==> src/rtl/pio_cfg_loader_if.sv <==
// Host byte-stream and pio configuration-bus signals for pio_cfg_loader.
// slave is the loader's view; master is the host/pio side that drives it.
interface pio_cfg_loader_if;
  logic [7:0]  s_data;
  logic        s_valid;
  logic        s_ready;
  logic [7:0]  m_data;
  logic        m_valid;
  logic        m_ready;
  logic [3:0]  action;
  logic [4:0]  index;
  logic [1:0]  mindex;
  logic [31:0] din;
  logic [31:0] dout;
  logic        busy;

  modport slave (
    input  s_data, s_valid, m_ready, dout,
    output s_ready, m_data, m_valid, action, index, mindex, din, busy
  );

  modport master (
    output s_data, s_valid, m_ready, dout,
    input  s_ready, m_data, m_valid, action, index, mindex, din, busy
  );
endinterface

==> src/rtl/pio_cfg_loader.sv <==
// Assembles 6-byte host frames into pio config writes held for HOLD_CYCLES,
// then optionally returns the sampled pio dout word as 4 bytes, LSB first.
module pio_cfg_loader #(
  parameter int unsigned HOLD_CYCLES = 2,
  parameter int unsigned GAP_CYCLES  = 1
) (
  input  logic              clk,
  input  logic              reset,
  pio_cfg_loader_if.slave   bus
);

  typedef enum logic [2:0] {HDR, IDX, DAT, ISSUE, GAP, RESP} state_t;

  localparam int unsigned TMR_MAX = (HOLD_CYCLES > GAP_CYCLES) ? HOLD_CYCLES : GAP_CYCLES;
  localparam int          TW      = (TMR_MAX > 1) ? $clog2(TMR_MAX) : 1;
  localparam logic [TW-1:0] HOLD_LAST = TW'(HOLD_CYCLES - 1);
  localparam logic [TW-1:0] GAP_LAST  = TW'(GAP_CYCLES - 1);

  state_t        state, state_nx;
  logic [7:0]    hdr;
  logic [4:0]    idx_buf;
  logic [23:0]   din_lo;
  logic [1:0]    byte_cnt;
  logic [1:0]    resp_cnt;
  logic [TW-1:0] tmr;
  logic [31:0]   rd_word;
  logic [3:0]    action_q;
  logic [4:0]    index_q;
  logic [1:0]    mindex_q;
  logic [31:0]   din_q;

  logic s_fire, hold_done, gap_done;

  assign s_fire    = bus.s_valid && bus.s_ready;
  assign hold_done = (tmr == HOLD_LAST);
  assign gap_done  = (tmr == GAP_LAST);

  // s_ready is gated by reset so the host sees no acceptance while reset is held.
  assign bus.s_ready = reset && (state == HDR || state == IDX || state == DAT);
  assign bus.busy    = (state != HDR);
  assign bus.m_valid = (state == RESP);
  assign bus.m_data  = (state == RESP) ? rd_word[{resp_cnt, 3'b000} +: 8] : 8'h00;
  assign bus.action  = action_q;
  assign bus.index   = index_q;
  assign bus.mindex  = mindex_q;
  assign bus.din     = din_q;

  always_ff @(posedge clk) begin
    if (!reset) state <= HDR;
    else        state <= state_nx;
  end

  always_comb begin
    // NOTE: default first so every path assigns state_nx and no latch is inferred.
    state_nx = state;
    case (state)
      HDR:   if (s_fire) state_nx = IDX;
      IDX:   if (s_fire) state_nx = DAT;
      DAT:   if (s_fire && byte_cnt == 2'd3) state_nx = ISSUE;
      ISSUE: if (hold_done) state_nx = GAP;
      GAP:   if (gap_done) state_nx = hdr[4] ? RESP : HDR;
      RESP:  if (bus.m_ready && resp_cnt == 2'd3) state_nx = HDR;
      default: state_nx = HDR;
    endcase
  end

  // NOTE: sequential state uses non-blocking assignments so all registers
  // update together from pre-edge values.
  always_ff @(posedge clk) begin
    if (!reset) begin
      // NOTE: frame staging is cleared too, so a frame cut by reset can never
      // leak fields into the next write.
      hdr      <= '0;
      idx_buf  <= '0;
      din_lo   <= '0;
      byte_cnt <= '0;
      resp_cnt <= '0;
      tmr      <= '0;
      rd_word  <= '0;
      action_q <= '0;
      index_q  <= '0;
      mindex_q <= '0;
      din_q    <= '0;
    end else begin
      case (state)
        HDR: begin
          byte_cnt <= '0;
          if (s_fire) hdr <= bus.s_data;
        end
        IDX: if (s_fire) idx_buf <= bus.s_data[4:0];
        DAT: if (s_fire) begin
          byte_cnt <= byte_cnt + 2'd1;
          case (byte_cnt)
            2'd0: din_lo[7:0]   <= bus.s_data;
            2'd1: din_lo[15:8]  <= bus.s_data;
            2'd2: din_lo[23:16] <= bus.s_data;
            default: begin
              // Outputs load only here, on entry to ISSUE.
              action_q <= hdr[3:0];
              mindex_q <= hdr[7:6];
              index_q  <= idx_buf;
              din_q    <= {bus.s_data, din_lo};
              tmr      <= '0;
            end
          endcase
        end
        ISSUE: begin
          tmr <= tmr + 1'b1;
          if (hold_done) begin
            rd_word  <= bus.dout;
            action_q <= '0;
            tmr      <= '0;
          end
        end
        GAP: begin
          tmr      <= tmr + 1'b1;
          resp_cnt <= '0;
        end
        RESP: if (bus.m_ready) resp_cnt <= resp_cnt + 2'd1;
        default: ;
      endcase
    end
  end

endmodule
==> src/flat_wrapper.sv <==
// flat-port wrapper written by rule: the top's interface ports become plain ports
module pio_cfg_loader_flat 
#(
  parameter int unsigned HOLD_CYCLES = 2,
  parameter int unsigned GAP_CYCLES  = 1
)
  (clk, reset, bus_s_data, bus_s_valid, bus_m_ready, bus_dout, bus_s_ready, bus_m_data, bus_m_valid, bus_action, bus_index, bus_mindex, bus_din, bus_busy);
  pio_cfg_loader_if bus_i ();
  input  logic clk;
  input  logic reset;
  input wire logic [$bits(bus_i.s_data)-1:0] bus_s_data;
  input wire logic [$bits(bus_i.s_valid)-1:0] bus_s_valid;
  input wire logic [$bits(bus_i.m_ready)-1:0] bus_m_ready;
  input wire logic [$bits(bus_i.dout)-1:0] bus_dout;
  output wire logic [$bits(bus_i.s_ready)-1:0] bus_s_ready;
  output wire logic [$bits(bus_i.m_data)-1:0] bus_m_data;
  output wire logic [$bits(bus_i.m_valid)-1:0] bus_m_valid;
  output wire logic [$bits(bus_i.action)-1:0] bus_action;
  output wire logic [$bits(bus_i.index)-1:0] bus_index;
  output wire logic [$bits(bus_i.mindex)-1:0] bus_mindex;
  output wire logic [$bits(bus_i.din)-1:0] bus_din;
  output wire logic [$bits(bus_i.busy)-1:0] bus_busy;
  assign bus_i.s_data = bus_s_data;
  assign bus_i.s_valid = bus_s_valid;
  assign bus_i.m_ready = bus_m_ready;
  assign bus_i.dout = bus_dout;
  assign bus_s_ready = bus_i.s_ready;
  assign bus_m_data = bus_i.m_data;
  assign bus_m_valid = bus_i.m_valid;
  assign bus_action = bus_i.action;
  assign bus_index = bus_i.index;
  assign bus_mindex = bus_i.mindex;
  assign bus_din = bus_i.din;
  assign bus_busy = bus_i.busy;
  pio_cfg_loader #(.HOLD_CYCLES(HOLD_CYCLES), .GAP_CYCLES(GAP_CYCLES)) u_core (.clk(clk), .reset(reset), .bus(bus_i));
endmodule
==> config.mk <==
export PLATFORM = sky130hd
export DESIGN_NAME = pio_cfg_loader_flat
export DESIGN_NICKNAME = d
export VERILOG_FILES = /design/src/rtl/pio_cfg_loader_if.sv /design/src/rtl/pio_cfg_loader.sv /design/src/flat_wrapper.sv
export SDC_FILE = /design/constraint.sdc
export NUM_CORES = 1
export LEC_CHECK = 0
export CORE_MARGIN = 3
export CORE_UTILIZATION = 56
export DETAILED_ROUTE_END_ITERATION = 7
export GPL_TIMING_DRIVEN = 0
export PLACE_DENSITY = 0.95
export SYNTH_ARGS = -nofsm -noshare
export SYNTH_HDL_FRONTEND = slang
export SYNTH_SLANG_ARGS = --single-unit
==> constraint.sdc <==
create_clock -name clk -period 4.7 [get_ports clk]
set_input_delay 1.175 -clock clk [delete_from_list [all_inputs] [get_ports clk]]
set_output_delay 1.175 -clock clk [all_outputs]
set_load 0.01 [all_outputs]
==> images/met2.png <==
Cells faint in the background.
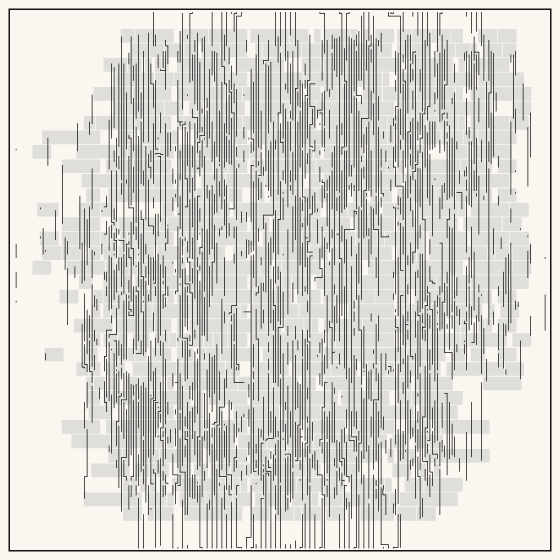
- wire length on this layer: 7820 um
- main direction: vertical

==> images/port_nets.png <==
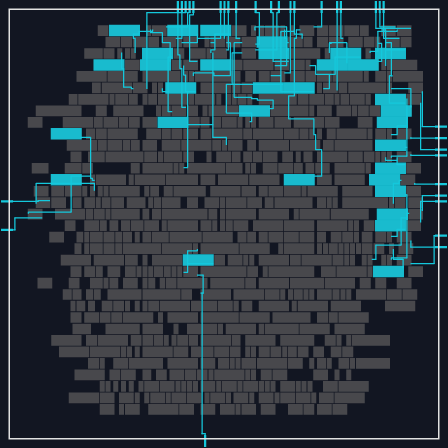
- bus_din: cyan (bits 32; direction output; end cells 32; wire 945 um)

==> images/met3.png <==
The bar under the picture is 20 um long.
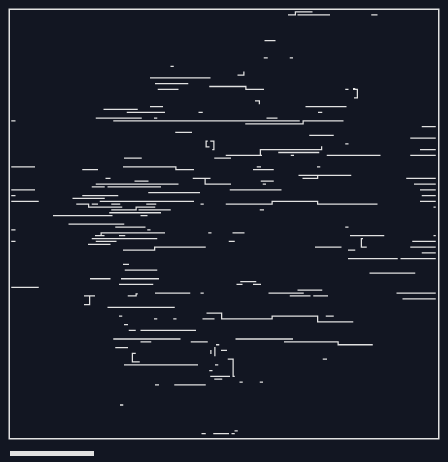
- share of all routed wire: 6.4%
- longest straight run: 43.9 um
- main direction: horizontal
- nets with wire on the layer: 115

==> images/final_placement.png <==
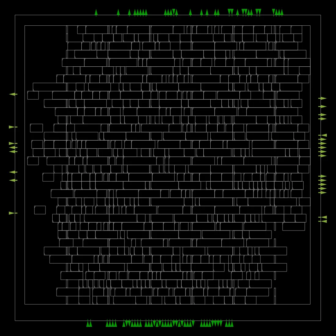
sequential share of cell area: 0.348
num rows: 34
Fill cells: 457
flop count: 119

==> impl_metrics.yaml <==
# physical design summary
drt:
  met1_length_mm: 6.05
  vias: 4618
  drc: 0
  avgRoutedWirePerCell_um: 20.1
  drtIter0Drc: 426
  via_per_inst: 5.96
  ant_nets: 0
place:
  dp_cells: 743
  placedInstanceArea_sq_mm: 0.00620
cts:
  numClockSinks: 119
  clockBufferDepth: 2
  cts-root-buf: "clkbuf_8"
  insertion_delay_ps: 520
  hold_buffers: 0
  cts_tree: "yes"
power:
  p_sw_frac: 0.211
  seq_power_share: 0.397
  combPwrFrac: 0.053
  power.leakage_uw: 0.00255
  power.share.clock: 0.550
  power.switching_uw: 542
  power_clock_uw: 1410
  powerDensity_mw_per_mm2: 376
synthesis:
  fp_nets: 588
  largest_area_cell: "dfxtp_1"
  yosys-top-cells-count: "148 x nand2_1, 119 x dfxtp_1, 46 x nor2b_1"
  flop_cell: "dfxtp_1"
  synth_seq_share: 0.467
  synth_cell_types: 43
  syn_inst: 539
  xor_area_frac: 0
  ys.flops: 119
  most_common_cell: "nand2_1"
  topCellsByArea: "dfxtp_1 47%, nand2_1 11%, mux2i_1 7.3%"
  ys_warn_count: 0
  synthTopLogicFamily: "simple AND/OR/NAND/NOR gates"
  ys_sh_simple: 0.220
  netlist_area_sq_mm: 0.00510
  ys_async_sr_fraction: 0
  ys_sh_aoi: 0.140
critical_path:
  crit_family: "buffers and inverters"
  rr_worst_depth: 6
  crit_end: "bus_s_ready"
  startpoint_type: "primary input"
  cp.required_ps: 3520
  critical_path_class: "primary input to output pin"
  crit_buf_inv: 3
  r2r_setup_slack_ps: 2860
floorplan:
  die_h_um: 101
  tap_cells: 108
  die_area_sq_mm: 0.0103
layout:
  seqCellArea_sq_mm: 0.00238
  fin_cells: 775
  sh_comb_area: 0.358
  nMultiInputCombCells: 373
  layout-drive-gt1-share: 0.105
  nClkBuffers: 20
  logic_area_sq_mm: 0.00245
timing:
  fin_skew_ps: 7.31
  drv_slew: 0
  finalHoldViolations: 0
  period_minus_slack_ps: 3850
  slew_headroom: 0.614
  holdWs_ps: 450
  rsz0062_at_grt: "no"
  setup_viol: 0
global_routing:
  grt-ovfl-total: 0
  grt.busiest_layer: "met2"
  grt_pass1_vias: 4803
  grt.total_usage: 0.314
  grt_pass1_wl_mm: 24.6
  antenna_found_initial: 0
  use_met3: 0.0826
job:
  tool_warnings: 29
min_path:
  hold_class: "flop to flop"
  hold_start: "u_core.bus.din[0]"
status:
  status: "completed"
No activity file was given, so power comes from the tool's default toggle rates.
